**config.mk**
```make
export PLATFORM = sky130hd
export DESIGN_NAME = am9513_ctx_spill_engine
export DESIGN_NICKNAME = d
export VERILOG_FILES = /design/src/rtl/am9513_ctx_spill_engine.sv
export SDC_FILE = /design/constraint.sdc
export NUM_CORES = 1
export LEC_CHECK = 0
export CORE_AREA = 5 5 125 127
export CTS_CLUSTER_DIAMETER = 40
export DETAILED_ROUTE_END_ITERATION = 6
export DIE_AREA = 0 0 130 132
export GPL_TIMING_DRIVEN = 0
export REMOVE_ABC_BUFFERS = 1
export SETUP_SLACK_MARGIN = 0.15
export SLEW_MARGIN = 20
export SYNTH_ARGS = -nofsm -noshare
export SYNTH_HDL_FRONTEND = slang
export SYNTH_SLANG_ARGS = --single-unit
```
**constraint.sdc**
```tcl
create_clock -name clk -period 2.42 [get_ports clk]
set_clock_uncertainty 0.1 [all_clocks]
set_input_delay 0.363 -clock clk [delete_from_list [all_inputs] [get_ports clk]]
set_output_delay 0.363 -clock clk [all_outputs]
set_load 0.005 [all_outputs]
```
**src/rtl/am9513_ctx_spill_engine.sv**
```systemverilog
// Context spill/fill engine: moves one FPU context (rm, flags, rf[0..15]) between the
// context file and a 17-beat stream frame, header first, registers in ascending order.
module am9513_ctx_spill_engine #(
    parameter int NUM_CONTEXTS = 64
) (
    input  logic        clk,
    input  logic        rst_n,

    input  logic        cmd_valid,
    output logic        cmd_ready,
    input  logic        cmd_op,
    input  logic [15:0] cmd_ctx,

    output logic        busy,
    output logic        done_pulse,
    output logic        err_pulse,

    output logic [15:0] ctx_sel,
    output logic [3:0]  rf_index,
    input  logic [1:0]  rm_rdata,
    input  logic [4:0]  flags_rdata,
    input  logic [63:0] rf_rdata,

    output logic        rm_we,
    output logic [1:0]  rm_wdata,
    output logic        flags_clr_we,
    output logic [4:0]  flags_clr_mask,
    output logic        flags_or_we,
    output logic [4:0]  flags_or_mask,
    output logic        rf_we,
    output logic [63:0] rf_wdata,

    output logic        sv_valid,
    input  logic        sv_ready,
    output logic [63:0] sv_data,
    output logic        sv_last,

    input  logic        rs_valid,
    output logic        rs_ready,
    input  logic [63:0] rs_data,
    input  logic        rs_last
);

    typedef enum logic [2:0] {
        IDLE,
        SV_HDR,
        SV_RF,
        RS_HDR,
        RS_FLAGS,
        RS_RF
    } state_t;

    localparam logic [4:0]  LAST_BEAT = 5'd16;
    // One extra bit so a NUM_CONTEXTS of 65536 still compares correctly.
    localparam logic [16:0] CTX_LIMIT = 17'(NUM_CONTEXTS);

    state_t      state_q, state_d;
    logic [4:0]  beat_q, beat_d;
    logic [15:0] ctx_q, ctx_d;
    logic [4:0]  flags_q, flags_d;
    logic        done_q, done_d;
    logic        err_q, err_d;

    logic        ctx_ok;
    logic [4:0]  beat_m1;

    assign ctx_ok  = ({1'b0, cmd_ctx} < CTX_LIMIT);
    assign beat_m1 = beat_q - 5'd1;

    assign done_pulse = done_q;
    assign err_pulse  = err_q;

    // NOTE: state is updated with non-blocking assignments only, so every register
    // samples the pre-edge value of every other register regardless of block order.
    always_ff @(posedge clk or negedge rst_n) begin
        if (!rst_n) begin
            state_q <= IDLE;
            beat_q  <= '0;
            ctx_q   <= '0;
            flags_q <= '0;
            done_q  <= 1'b0;
            err_q   <= 1'b0;
        end else begin
            state_q <= state_d;
            beat_q  <= beat_d;
            ctx_q   <= ctx_d;
            flags_q <= flags_d;
            done_q  <= done_d;
            err_q   <= err_d;
        end
    end

    // NOTE: every output and next-state variable gets a default before the case
    // statement, so no path through this block can infer a latch.
    always_comb begin
        state_d        = state_q;
        beat_d         = beat_q;
        ctx_d          = ctx_q;
        flags_d        = flags_q;
        done_d         = 1'b0;
        err_d          = 1'b0;

        cmd_ready      = 1'b0;
        busy           = 1'b1;
        ctx_sel        = ctx_q;
        rf_index       = 4'd0;

        sv_valid       = 1'b0;
        sv_data        = '0;
        sv_last        = 1'b0;
        rs_ready       = 1'b0;

        rm_we          = 1'b0;
        rm_wdata       = '0;
        flags_clr_we   = 1'b0;
        flags_clr_mask = '0;
        flags_or_we    = 1'b0;
        flags_or_mask  = '0;
        rf_we          = 1'b0;
        rf_wdata       = '0;

        case (state_q)
            IDLE: begin
                busy      = 1'b0;
                ctx_sel   = '0;
                cmd_ready = 1'b1;
                if (cmd_valid) begin
                    if (ctx_ok) begin
                        ctx_d   = cmd_ctx;
                        beat_d  = '0;
                        state_d = cmd_op ? RS_HDR : SV_HDR;
                    end else begin
                        err_d = 1'b1;
                    end
                end
            end

            SV_HDR: begin
                sv_valid = 1'b1;
                sv_data  = {57'b0, flags_rdata, rm_rdata};
                if (sv_ready) begin
                    beat_d  = 5'd1;
                    state_d = SV_RF;
                end
            end

            SV_RF: begin
                rf_index = beat_m1[3:0];
                sv_valid = 1'b1;
                sv_data  = rf_rdata;
                sv_last  = (beat_q == LAST_BEAT);
                if (sv_ready) begin
                    if (beat_q == LAST_BEAT) begin
                        beat_d  = '0;
                        done_d  = 1'b1;
                        state_d = IDLE;
                    end else begin
                        beat_d = beat_q + 5'd1;
                    end
                end
            end

            RS_HDR: begin
                rs_ready = 1'b1;
                if (rs_valid) begin
                    rm_we          = 1'b1;
                    rm_wdata       = rs_data[1:0];
                    flags_clr_we   = 1'b1;
                    flags_clr_mask = 5'h1F;
                    flags_d        = rs_data[6:2];
                    if (rs_last) begin
                        err_d   = 1'b1;
                        state_d = IDLE;
                    end else begin
                        state_d = RS_FLAGS;
                    end
                end
            end

            // Separate cycle so the OR can never collide with the clear.
            RS_FLAGS: begin
                flags_or_we   = 1'b1;
                flags_or_mask = flags_q;
                beat_d        = 5'd1;
                state_d       = RS_RF;
            end

            RS_RF: begin
                rf_index = beat_m1[3:0];
                rs_ready = 1'b1;
                if (rs_valid) begin
                    rf_we    = 1'b1;
                    rf_wdata = rs_data;
                    if (beat_q == LAST_BEAT) begin
                        beat_d  = '0;
                        done_d  = 1'b1;
                        err_d   = ~rs_last;
                        state_d = IDLE;
                    end else if (rs_last) begin
                        beat_d  = '0;
                        err_d   = 1'b1;
                        state_d = IDLE;
                    end else begin
                        beat_d = beat_q + 5'd1;
                    end
                end
            end

            default: begin
                busy    = 1'b0;
                state_d = IDLE;
            end
        endcase
    end

endmodule
```
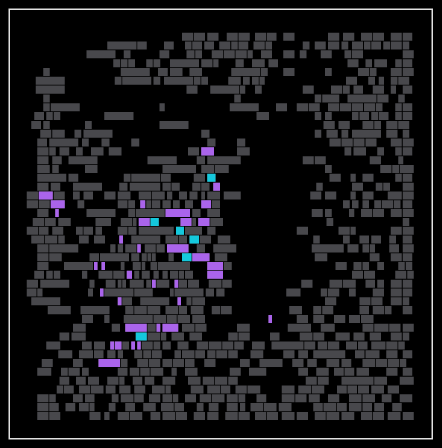
Figure 1: gate families picked out.
legend:
  cyan:
    family: AND-OR and OR-AND gates
    cells: 6
    where: middle
  purple:
    family: NOR gates
    cells: 34

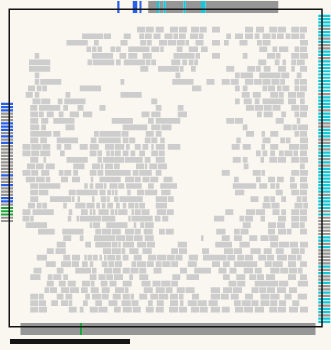
Figure 2: pin placement.
Scale bar: 50 um. Pins as bars across the die edge, other pins in grey.
legend:
  cyan:
    port: rf_wdata
    pins: 64
    direction: output
    edge: 59 right, 5 top
  blue:
    port: ctx_sel
    pins: 16
    direction: output
    edge: 12 left, 4 top
  green:
    port: rf_index
    pins: 4
    direction: output
    edge: 3 left, 1 bottom
all pins by edge: 134 bottom, 95 right, 63 top, 37 left
Port Buf Inserts: 328
Die Ht: 132 um

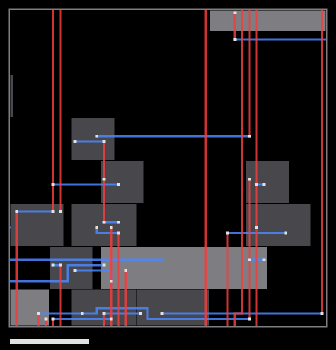
Figure 3: zoomed window.
Scale bar: 5 um. Region (55, 82) to (75, 102) um. Cells in grey, sequential cells in the stronger grey; small squares are vias.
legend:
  red:
    layer: met2
  blue:
    layer: met1
sequential cells in the window: 1
most frequent: buf_4 (4), buf_6 (2)
netlist names of flops here include: state_q (1)
cells with their middle in the window: 10

==> flow_metrics.env <==
# yosys + openroad results
export IMPL_fmax_mhz=417
export IMPL_nFillCells=1353
export IMPL_drcViolationCount=0
export IMPL_ys_sh_xor_pct=0.980
export IMPL_adder_share_pct=1.87
export IMPL_synth_area_mux_share_pct=6.16
export IMPL_root_buffer="clkbuf_16"
export IMPL_grt_pass1_vias=4083
export IMPL_netlist_area_um2=2680
export IMPL_power_density_nw_per_um2=480
export IMPL_worst_path_buf_inv=7
export IMPL_finalNonFillerCells=908
export IMPL_max_stage_delay_ns=0.51
export IMPL_top_cells_by_area="and2_1 (35%), dfrtp_1 (29%), mux2_2 (4.6%)"
export IMPL_cts_htree_levels=2
export IMPL_warning_count=29
export IMPL_worstPathRequired_ns=1.96
export IMPL_holdCritPathClass="in2async"
export IMPL_routed_via_count=3948
export IMPL_crit_end="sv_data[51]"
export IMPL_layout_top_cells="clkdlybuf4s50_1 (157), and2_1 (105), buf_6 (73)"
export IMPL_drt_vias_per_instance=4.35
export IMPL_final_nets=884
export IMPL_cp_depth=9
export IMPL_path_max_fanout=5
export IMPL_grt_max_degree=49
export IMPL_overflow=0
export IMPL_grtUsageTotal_pct=19.3
export IMPL_dr_first_iter_drc_count=159
export IMPL_p_int_mw=2.32
export IMPL_slew_viol_final=0
export IMPL_path_common_cell="buf_6"
export IMPL_slew_headroom_pct=69.7
export IMPL_grt_antenna_before_repair=1
export IMPL_syn_avg_cell_area_um2=8.15
export IMPL_clkLatencyLatePin_ns=0.27
export IMPL_r2r_end="state_q[1]"
export IMPL_ys_top_cells_by_count="and2_1 (150), dfrtp_1 (31), clkbuf_1 (22)"
export IMPL_edf_count=0
export IMPL_p_sw_mw=1.23
export IMPL_syn_inst=329
export IMPL_clk_pin_slew_ns=0.05
export IMPL_lay_top_count="clkdlybuf4s50_1"
export IMPL_synth_largest_area_cell="and2_1"
export IMPL_gp_congestion=0.859
export IMPL_wl_per_cell_um=20.0
export IMPL_simple_gate_share_pct=47.3
export IMPL_synth_top_cell_by_count="and2_1"
export IMPL_end_kind="output pin"
export IMPL_place_area_um2=6120
export IMPL_path_class="reg2out"
export IMPL_seq_power_share_pct=19.6
export IMPL_crit_chain="buf_6 -> nor3b_4 -> buf_6 -> buf_6 -> buf_6 -> buf_12 -> buf_16 -> and2_4 -> buf_6"
export IMPL_swShare_pct=34.6
export IMPL_slowest_stage="dfrtp_4"
export IMPL_drive_above_1_share_pct=35.1
export IMPL_dp_hpwl_um=13500
export IMPL_top_logic_kind="simple AND/OR/NAND/NOR gates"
export IMPL_crit_start="state_q[0]"
export IMPL_path_delay_family="buffers and inverters"
export IMPL_core_area_um2=14300
export IMPL_p_leak_nw=3.74
export IMPL_yosys_area_um2=2680
export IMPL_yosysWarnings=0
export IMPL_area_growth_pct=176
export IMPL_cts_max_path_buffers=2
export IMPL_wl_um=18200
export IMPL_fp_util_pct=18.7
export IMPL_p_total_mw=3.55
export IMPL_io_pins=329
export IMPL_setup_viol=0
export IMPL_r2r_cells=7
export IMPL_postSynthSeqShare_pct=28.9
export IMPL_cap_violations=0
export IMPL_cts_tree="yes"
export IMPL_ys_cells=329
export IMPL_final_area_um2=7390
export IMPL_route_antenna_remaining_nets=0
export IMPL_outcome="finished clean"
export IMPL_drtPass1Iterations=4
export IMPL_min_period_ns=2.40
export IMPL_ys_sh_aoi_pct=8.12
export IMPL_critPathLaunchType="register"
export IMPL_ys_ff=31
export IMPL_std_cell_rows=44
export IMPL_placed_cells_incl_taps=814
export IMPL_finalHoldViolCount=0
export IMPL_die_w_um=130
export IMPL_p_comb_share_pct=59.3
export IMPL_ff_type="dfrtp_1"
export IMPL_irDropWorstVdd_uv=387
export IMPL_worst_pin_slew_ns=0.451
export IMPL_rsz0062_at_grt="yes"
export IMPL_finalClockPeriodUsage_pct=99.1
export IMPL_die_area_um2=17200
export IMPL_reg2reg_slack_ns=0.20
export IMPL_synth_cell_types=44
export IMPL_r2r_start="state_q[1]"
export IMPL_async_flop_share_pct=100
export IMPL_grt_pass1_wl_um=25500
export IMPL_top_cell_area_share_pct=35.0
export IMPL_crit_arrival_ns=1.93
export IMPL_p_clk_share_pct=21.0
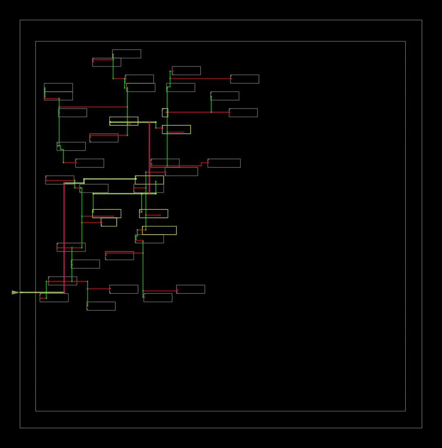
Figure 4: clock routing.
Clk power: 746 uW
Seq cells: 31
clock buffer count: 6
clock sink total: 31
TritonCTS buffer count: 5

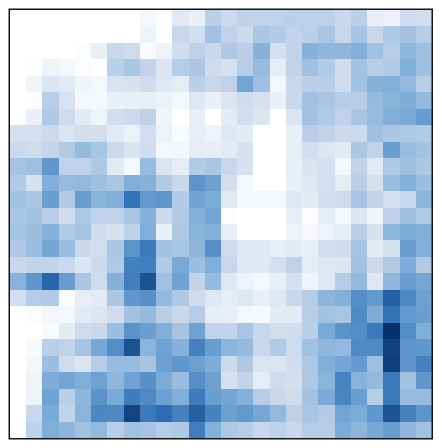
Figure 5: wire density map.
26 x 26 tiles, from white (low) to dark blue (high), scaled to the fullest tile. Values are wire area over tile area, all layers added.
tiles over half the peak: 16%
fullest tile: 0.56
nearly empty tiles: 8.7%
densest ninth of the die: bottom right
mean over tiles: 0.17
emptiest ninth of the die: top left

[area by class of cell]
type	instances	area [um^2]	share of cell area [%]
clock buffer	6	139	1.88
timing repair buffer	411	4090	55.3
multi-input combinational	265	2080	28.2
tap	184	230	3.11
inverter	8	32.5	0.440
clock inverter	2	35.0	0.474
sequential	31	785	10.6
antenna	1	2.50	0.0338
[registers in the layout, summed over array words and instances (netlist names)]
name / cells
done_pulse: 1
state_q: 3
ctx_q: 16
flags_q: 5
beat_q: 5
err_pulse: 1
[stage by stage]
stage | util [%] | worst slack, ns | hold slack (ns) | setup TNS [ns]
after floorplan | - | -0.448 | -0.0326 | -35.76
after global placement | 42.2 | -1.91 | 0.361 | -245.77
after detailed placement | 42.7 | -1.11 | 0.126 | -112.99
after CTS | 48.6 | -0.0322 | 0.359 | -0.0933
after global routing | 51.7 | -0.0408 | 0.378 | -0.228
final | 51.7 | 0.0225 | 0.365 | 0
[power by group through the flow]
stage,Sequential [mW],Clock (mW),Combinational [mW]
global route,0.707,0.781,2.26
global placement,0.751,0,1.26
CTS,0.691,0.761,1.96
finish,0.697,0.746,2.10
detailed placement,0.761,0,1.28
floorplan,0.714,0,0.533
[layer usage]
layer	vias up	track usage [%]	wire [um]
li1	1870	-	-
met1	1895	23.0	6980
met2	165	35.0	9460
met3	18	4.62	1410
met4	0	3.87	299
met5	-	0	0
[repair_timing]
| item | 4_1_cts | 5_1_grt |
|---|---|---|
| hold endpoints to repair | 6 | 0 |
| hold buffers | 1 | 0 |
| setup endpoints to repair | 200 | 130 |
| resized | 425 | 135 |
| gates cloned | 13 | 5 |
| setup buffers | 52 | 14 |
| pin swaps | 38 | 30 |
Power and IR drop assume default switching activity.
